File: src/rtl/pipereg_pkg.sv
// -----------------------------------------------------------------------------
// pipereg_pkg
// Shared definitions for the elastic pipeline register family.
//   - pipereg_occ_t : occupancy of the two-entry skid variant
//   - PIPEREG_*_W   : default payload / counter widths used by pipereg_elastic
// No ports (package only).
// -----------------------------------------------------------------------------
package pipereg_pkg;

   // Default widths for a stage boundary; each instance may override them.
   localparam int PIPEREG_DATA_W = 32;
   localparam int PIPEREG_CTRL_W = 16;
   localparam int PIPEREG_CNT_W  = 16;

   // How many payloads the skid variant currently holds.
   typedef enum logic [1:0] {
      OCC_EMPTY = 2'd0,
      OCC_ONE   = 2'd1,
      OCC_TWO   = 2'd2
   } pipereg_occ_t;

endpackage

File: src/rtl/pipereg_skid_buf.sv
// -----------------------------------------------------------------------------
// pipereg_skid_buf
// Skid entry plus occupancy FSM for the two-entry variant of pipereg_elastic.
// The main (output) entry lives in the top level; this block tells the top
// when to load the main entry from the input, from the skid entry, or clear it.
// Only instantiated when PIPEREG_SKID_EN is defined.
//
// Ports:
//   clk            in   clock, rising edge
//   nrst           in   synchronous active-low reset
//   flush          in   empty everything on the next edge
//   accept         in   a payload is being taken from upstream this cycle
//   pop            in   the main entry is being consumed this cycle
//   in_ctrl        in   incoming control payload
//   in_data        in   incoming data payload
//   skid_valid     out  skid entry holds a payload (registered)
//   skid_ctrl      out  skid entry control payload
//   skid_data      out  skid entry data payload
//   occ            out  current occupancy (registered)
//   main_load_in   out  main entry must load the input this cycle
//   main_load_skid out  main entry must load the skid entry this cycle
//   main_clear     out  main entry empties this cycle
// -----------------------------------------------------------------------------
module pipereg_skid_buf
   import pipereg_pkg::*;
#(
   parameter int DATA_W = PIPEREG_DATA_W,
   parameter int CTRL_W = PIPEREG_CTRL_W
) (
   input  logic              clk,
   input  logic              nrst,
   input  logic              flush,
   input  logic              accept,
   input  logic              pop,
   input  logic [CTRL_W-1:0] in_ctrl,
   input  logic [DATA_W-1:0] in_data,
   output logic              skid_valid,
   output logic [CTRL_W-1:0] skid_ctrl,
   output logic [DATA_W-1:0] skid_data,
   output pipereg_occ_t      occ,
   output logic              main_load_in,
   output logic              main_load_skid,
   output logic              main_clear
);

   // Decode what the main entry has to do from the current occupancy and the
   // handshakes of this cycle. Flush priority is applied by the top level,
   // which overrides these strobes when flush is high. In OCC_TWO upstream is
   // blocked, so accept cannot occur there.
   always_comb begin
      main_load_in   = 1'b0;
      main_load_skid = 1'b0;
      main_clear     = 1'b0;
      unique case (occ)
         OCC_EMPTY: begin
            main_load_in = accept;
         end
         OCC_ONE: begin
            if (accept && pop) begin
               main_load_in = 1'b1;
            end else if (pop) begin
               main_clear = 1'b1;
            end
         end
         OCC_TWO: begin
            main_load_skid = pop;
         end
         default: begin
            main_clear = 1'b1;
         end
      endcase
   end

   // Occupancy FSM with the skid entry as its registered outputs. The skid
   // entry only fills when the main entry is busy and not draining, and it
   // hands its payload to the main entry as soon as downstream pops.
   // skid_valid is kept as its own flop so in_ready in the top is a pure
   // register output with no path from out_ready.
   always_ff @(posedge clk) begin
      if (!nrst) begin
         occ        <= OCC_EMPTY;
         skid_valid <= 1'b0;
         skid_ctrl  <= '0;
         skid_data  <= '0;
      end else if (flush) begin
         occ        <= OCC_EMPTY;
         skid_valid <= 1'b0;
         skid_ctrl  <= '0;
         skid_data  <= '0;
      end else begin
         unique case (occ)
            OCC_EMPTY: begin
               if (accept) begin
                  occ <= OCC_ONE;
               end
            end
            OCC_ONE: begin
               if (accept && !pop) begin
                  occ        <= OCC_TWO;
                  skid_valid <= 1'b1;
                  skid_ctrl  <= in_ctrl;
                  skid_data  <= in_data;
               end else if (!accept && pop) begin
                  occ <= OCC_EMPTY;
               end
            end
            OCC_TWO: begin
               if (pop) begin
                  occ        <= OCC_ONE;
                  skid_valid <= 1'b0;
                  skid_ctrl  <= '0;
                  skid_data  <= '0;
               end
            end
            default: begin
               occ        <= OCC_EMPTY;
               skid_valid <= 1'b0;
               skid_ctrl  <= '0;
               skid_data  <= '0;
            end
         endcase
      end
   end

endmodule

File: src/rtl/pipereg_elastic.sv
// -----------------------------------------------------------------------------
// pipereg_elastic
// Elastic pipeline register for one stage boundary of the core. Carries a
// generic control + data payload with a valid/ready handshake, a flush that
// leaves a bubble, and a saturating count of backpressured cycles.
//
// Build option:
//   PIPEREG_SKID_EN  defined   -> two-entry skid buffer, in_ready registered
//                    undefined -> single entry, in_ready = !out_valid || out_ready
//
// Ports:
//   clk        in   clock, rising edge
//   nrst       in   synchronous active-low reset
//   flush      in   drop held entries and this cycle's input
//   in_valid   in   upstream offers a payload
//   in_ready   out  this block can take a payload this cycle
//   in_ctrl    in   control payload  [CTRL_W]
//   in_data    in   data payload     [DATA_W]
//   out_valid  out  held payload is valid
//   out_ready  in   downstream consumes this cycle
//   out_ctrl   out  control payload, zero whenever out_valid is low
//   out_data   out  data payload
//   stall_cnt  out  saturating count of backpressured cycles [CNT_W]
// -----------------------------------------------------------------------------
module pipereg_elastic
   import pipereg_pkg::*;
#(
   parameter int DATA_W = PIPEREG_DATA_W,
   parameter int CTRL_W = PIPEREG_CTRL_W,
   parameter int CNT_W  = PIPEREG_CNT_W
) (
   input  logic              clk,
   input  logic              nrst,
   input  logic              flush,
   input  logic              in_valid,
   output logic              in_ready,
   input  logic [CTRL_W-1:0] in_ctrl,
   input  logic [DATA_W-1:0] in_data,
   output logic              out_valid,
   input  logic              out_ready,
   output logic [CTRL_W-1:0] out_ctrl,
   output logic [DATA_W-1:0] out_data,
   output logic [CNT_W-1:0]  stall_cnt
);

   logic              main_valid;
   logic [CTRL_W-1:0] main_ctrl;
   logic [DATA_W-1:0] main_data;
   logic              accept;
   logic              pop;

   // Flush wins over both handshakes, so an offer during flush is never taken.
   assign accept = in_valid && in_ready && !flush;
   assign pop    = main_valid && out_ready;

`ifdef PIPEREG_SKID_EN
   logic              skid_valid;
   logic [CTRL_W-1:0] skid_ctrl;
   logic [DATA_W-1:0] skid_data;
   pipereg_occ_t      occ;
   logic              main_load_in;
   logic              main_load_skid;
   logic              main_clear;

   pipereg_skid_buf #(
      .DATA_W (DATA_W),
      .CTRL_W (CTRL_W)
   ) u_skid (
      .clk            (clk),
      .nrst           (nrst),
      .flush          (flush),
      .accept         (accept),
      .pop            (pop),
      .in_ctrl        (in_ctrl),
      .in_data        (in_data),
      .skid_valid     (skid_valid),
      .skid_ctrl      (skid_ctrl),
      .skid_data      (skid_data),
      .occ            (occ),
      .main_load_in   (main_load_in),
      .main_load_skid (main_load_skid),
      .main_clear     (main_clear)
   );

   // Upstream is only blocked once the spare slot is taken; this is a flop
   // output, which breaks the ready path between stages.
   assign in_ready   = !skid_valid;
   assign main_valid = (occ != OCC_EMPTY);

   // Main entry payload, steered by the FSM strobes. Output is always taken
   // from here; on drain the control is zeroed while data keeps its value.
   always_ff @(posedge clk) begin
      if (!nrst) begin
         main_ctrl <= '0;
         main_data <= '0;
      end else if (flush) begin
         main_ctrl <= '0;
         main_data <= '0;
      end else if (main_load_in) begin
         main_ctrl <= in_ctrl;
         main_data <= in_data;
      end else if (main_load_skid) begin
         main_ctrl <= skid_ctrl;
         main_data <= skid_data;
      end else if (main_clear) begin
         main_ctrl <= '0;
      end
   end
`else
   // Single entry: a full register can still take a new payload in the same
   // cycle that downstream drains it, giving full throughput.
   assign in_ready = !main_valid || out_ready;

   // Single payload entry. Accept has priority over pop so a simultaneous
   // pop+accept simply replaces the contents.
   always_ff @(posedge clk) begin
      if (!nrst) begin
         main_valid <= 1'b0;
         main_ctrl  <= '0;
         main_data  <= '0;
      end else if (flush) begin
         main_valid <= 1'b0;
         main_ctrl  <= '0;
         main_data  <= '0;
      end else if (accept) begin
         main_valid <= 1'b1;
         main_ctrl  <= in_ctrl;
         main_data  <= in_data;
      end else if (pop) begin
         main_valid <= 1'b0;
         main_ctrl  <= '0;
      end
   end
`endif

   // Count every cycle upstream wanted to hand over a payload but was held
   // off. Flush cycles are excluded since the offer is dropped anyway. The
   // counter sticks at all-ones and is only cleared by reset.
   always_ff @(posedge clk) begin
      if (!nrst) begin
         stall_cnt <= '0;
      end else if (in_valid && !in_ready && !flush && (stall_cnt != '1)) begin
         stall_cnt <= stall_cnt + CNT_W'(1);
      end
   end

   // Bubble masking: downstream may use control write enables ungated.
   assign out_valid = main_valid;
   assign out_ctrl  = main_valid ? main_ctrl : '0;
   assign out_data  = main_data;

endmodule
File: config.mk
export PLATFORM = sky130hd
export DESIGN_NAME = pipereg_elastic
export DESIGN_NICKNAME = d
export VERILOG_FILES = /design/src/rtl/pipereg_pkg.sv /design/src/rtl/pipereg_skid_buf.sv /design/src/rtl/pipereg_elastic.sv
export SDC_FILE = /design/constraint.sdc
export NUM_CORES = 1
export LEC_CHECK = 0
export CAP_MARGIN = 20
export CORE_MARGIN = 2
export CORE_UTILIZATION = 37
export DETAILED_ROUTE_END_ITERATION = 7
export HOLD_SLACK_MARGIN = 0.02
export PLACE_DENSITY_LB_ADDON = 0.1
export SYNTH_ARGS = -nofsm -noshare
export SYNTH_HDL_FRONTEND = slang
export SYNTH_SLANG_ARGS = --single-unit
File: constraint.sdc
create_clock -name clk -period 1.9 [get_ports clk]
set_clock_uncertainty 0.15 [all_clocks]
set_input_delay 0.475 -clock clk [delete_from_list [all_inputs] [get_ports clk]]
set_output_delay 0.475 -clock clk [all_outputs]
set_load 0.005 [all_outputs]
==> notes.md <==
Main metrics from the flow reports.

The flow ran to the end, and the final reports show no timing, DRC or antenna violations. In this run the worst path has a maximum fanout of 4. Looking at the cell usage after synthesis, the top flip-flop cell is sky130_fd_sc_hd__dfxtp_1. The most common cell after layout, fill and taps aside is sky130_fd_sc_hd__clkdlybuf4s50_1. The final count of hold timing violations is 0. The number of cells on the worst reg-to-reg path is 6. In this design, the largest share of critical-path delay is due to buffers and inverters.

Setup repair after global routing could not meet its margin everywhere. The proportion of netlist area held by the largest area contributor came out at about half. The H-tree generated during clock tree synthesis spans 3 levels. Yosys reports the multiplexer fraction of the synthesized area as 1.51%. The iteration count recorded for the first detailed-route pass is 4. Per the CTS log, the root buffer master is sky130_fd_sc_hd__clkbuf_8. The layout cell share with drive strength beyond 1 is 20.2%.

The average wire length per cell after detail routing is 13.8 um. The worst path uses a little over nine tenths of the clock period. The cell type with the largest total area is sky130_fd_sc_hd__dfxtp_1. The number of nets at the end of the flow came out at 514. The number of buffers added by the clock tree synthesis step is 9. In the post-route report, total wirelength is listed as around 7700 um. The number of antenna violations at the first check in global routing came out at 0. The congestion estimate from routability-driven global placement came to around 0.81.

Across the whole layout, multi-input logic makes up 29.0% of the cell area. The start point of the worst hold path is out_data[13]$_SDFFE_PP0N_. The endpoint of the worst register-to-register path is stall_cnt[9]$_SDFFE_PN0P_. The fraction of synthesized cell area in xor and xnor cells is less than 1%. The sum of overflow across all layers after global routing came out at 0. The layout buffer count excluding clock buffers is 154. The hold-critical path endpoint is out_data[13]$_SDFFE_PP0N_. The maximum root-to-sink buffer count is 2.

119 I/O pins were placed. The average via count per standard cell came out at 4.89. The area of all sequential standard cells is 1330 um^2.

Across all checked pins, the minimum headroom to the slew limit is 79.8%. The source-to-sink clock delay at the later pin of the worst-skew pair came out at 0.33 ns. The average instance in the mapped netlist occupies between 8 and 9 um^2. The critical register-to-register path startpoint is stall_cnt[1]$_SDFFE_PN0P_.

Along the worst hold path, the cell count comes to 2. Yosys instantiated no cell more often than sky130_fd_sc_hd__nand2_1. The maximum clock rate came out at 536 MHz. The count of instances resized after the clock tree is built came out at about 70. In this run, placement finished with an instance count of 541. Sequential elements use around 50% of the synthesized area. The clock buffer and inverter area fraction after layout came out at 4.95%.
==> sequential cells by signal, indices dropped and copies added (netlist names) <==
| name | cells |
|---|---|
| main_ctrl | 16 |
| out_data | 32 |
| out_valid | 1 |
| stall_cnt | 16 |
==> routing by layer <==
layer  part of all wire (%)  vias to the layer above  GRT usage (%)
met5                      0                        -              0
met2                     47                       97           30.7
li1                       -                     1377              -
met3                    6.9                       11           4.76
met1                     44                     1260           24.8
met4                    1.6                        0           9.92
==> report_power, final <==
part | internal (W) | switching [W]
sequential | 0.00138 | 0.0000112
combinational | 0.000191 | 0.000124
clock | 0.000773 | 0.000528
total | 0.00234 | 0.000664
Wire density map:
The die is cut into 18 by 18 equal tiles; dark blue is low, red is high, scaled to the fullest tile. Values are wire area over tile area, all layers added.
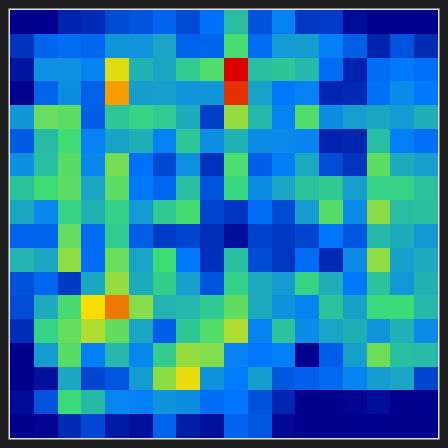
tiles over half the peak = 13%
mean over tiles = 0.16
fullest tile = 0.52

Sequential cells grouped by signal name:
Bar = 20 um. Other sequential cells in the stronger gray, the rest of the logic in the fainter gray.
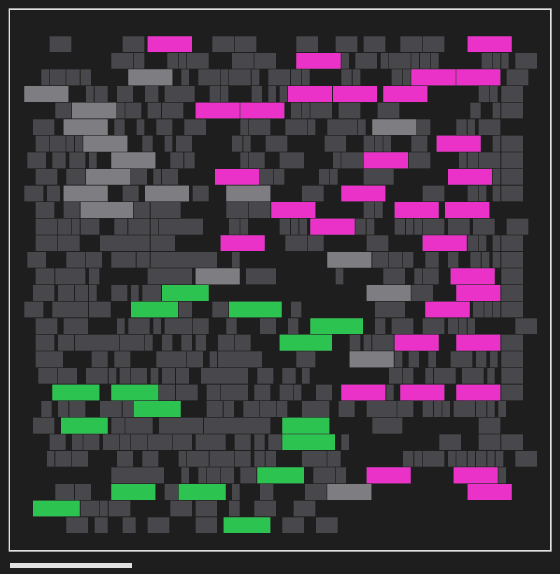
`stall_cnt` -> green  # placed flops 16
`out_data` -> magenta  # placed flops 32
not colored = 17

Cell outlines without signal wires:
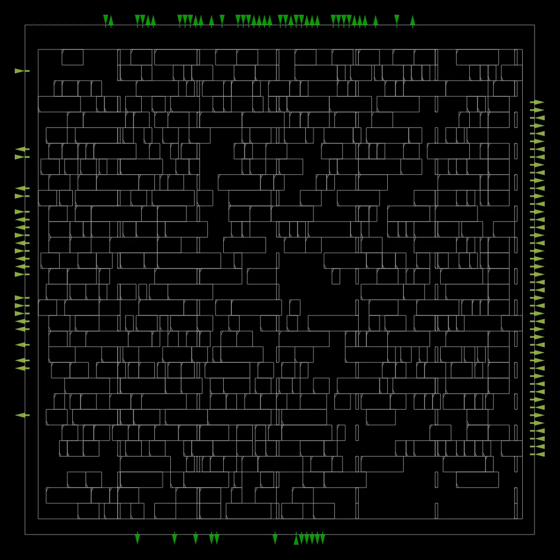
Core Region: 6870 um^2
fraction of the core area covered by cells at the end of the flow: 64.8%
final-layout fill cell count: 595

Clock wires, drivers and flops:
Bar = 20 um.
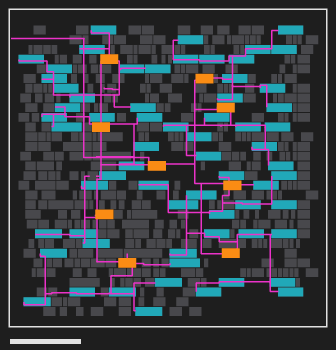
clock-net drivers -> orange  # count 9
flip-flops -> cyan  # count 65
clock wires -> magenta  # length 857 um
routed clock nets = 10
flops lie = spread over the die

Cells by drive strength:
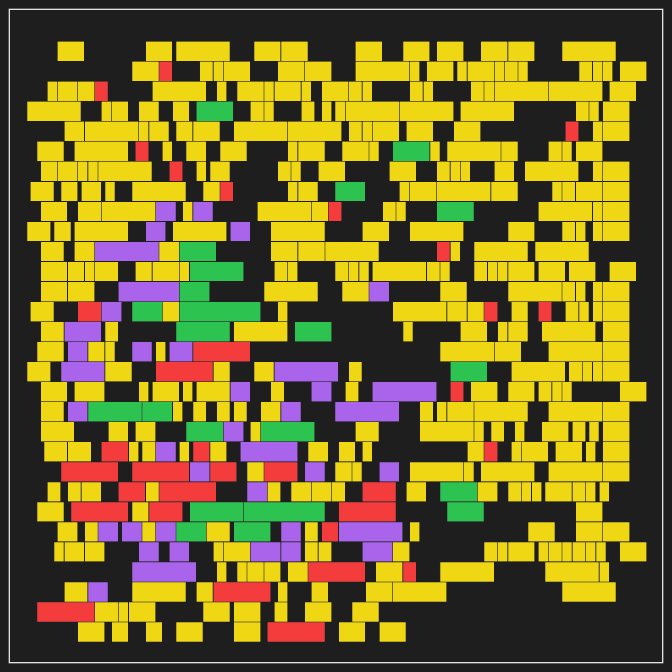
x3 and x4 -> purple  # cells 39
x1 and smaller -> yellow  # cells 371
x2 -> red  # cells 33
x6 and larger -> green  # cells 22

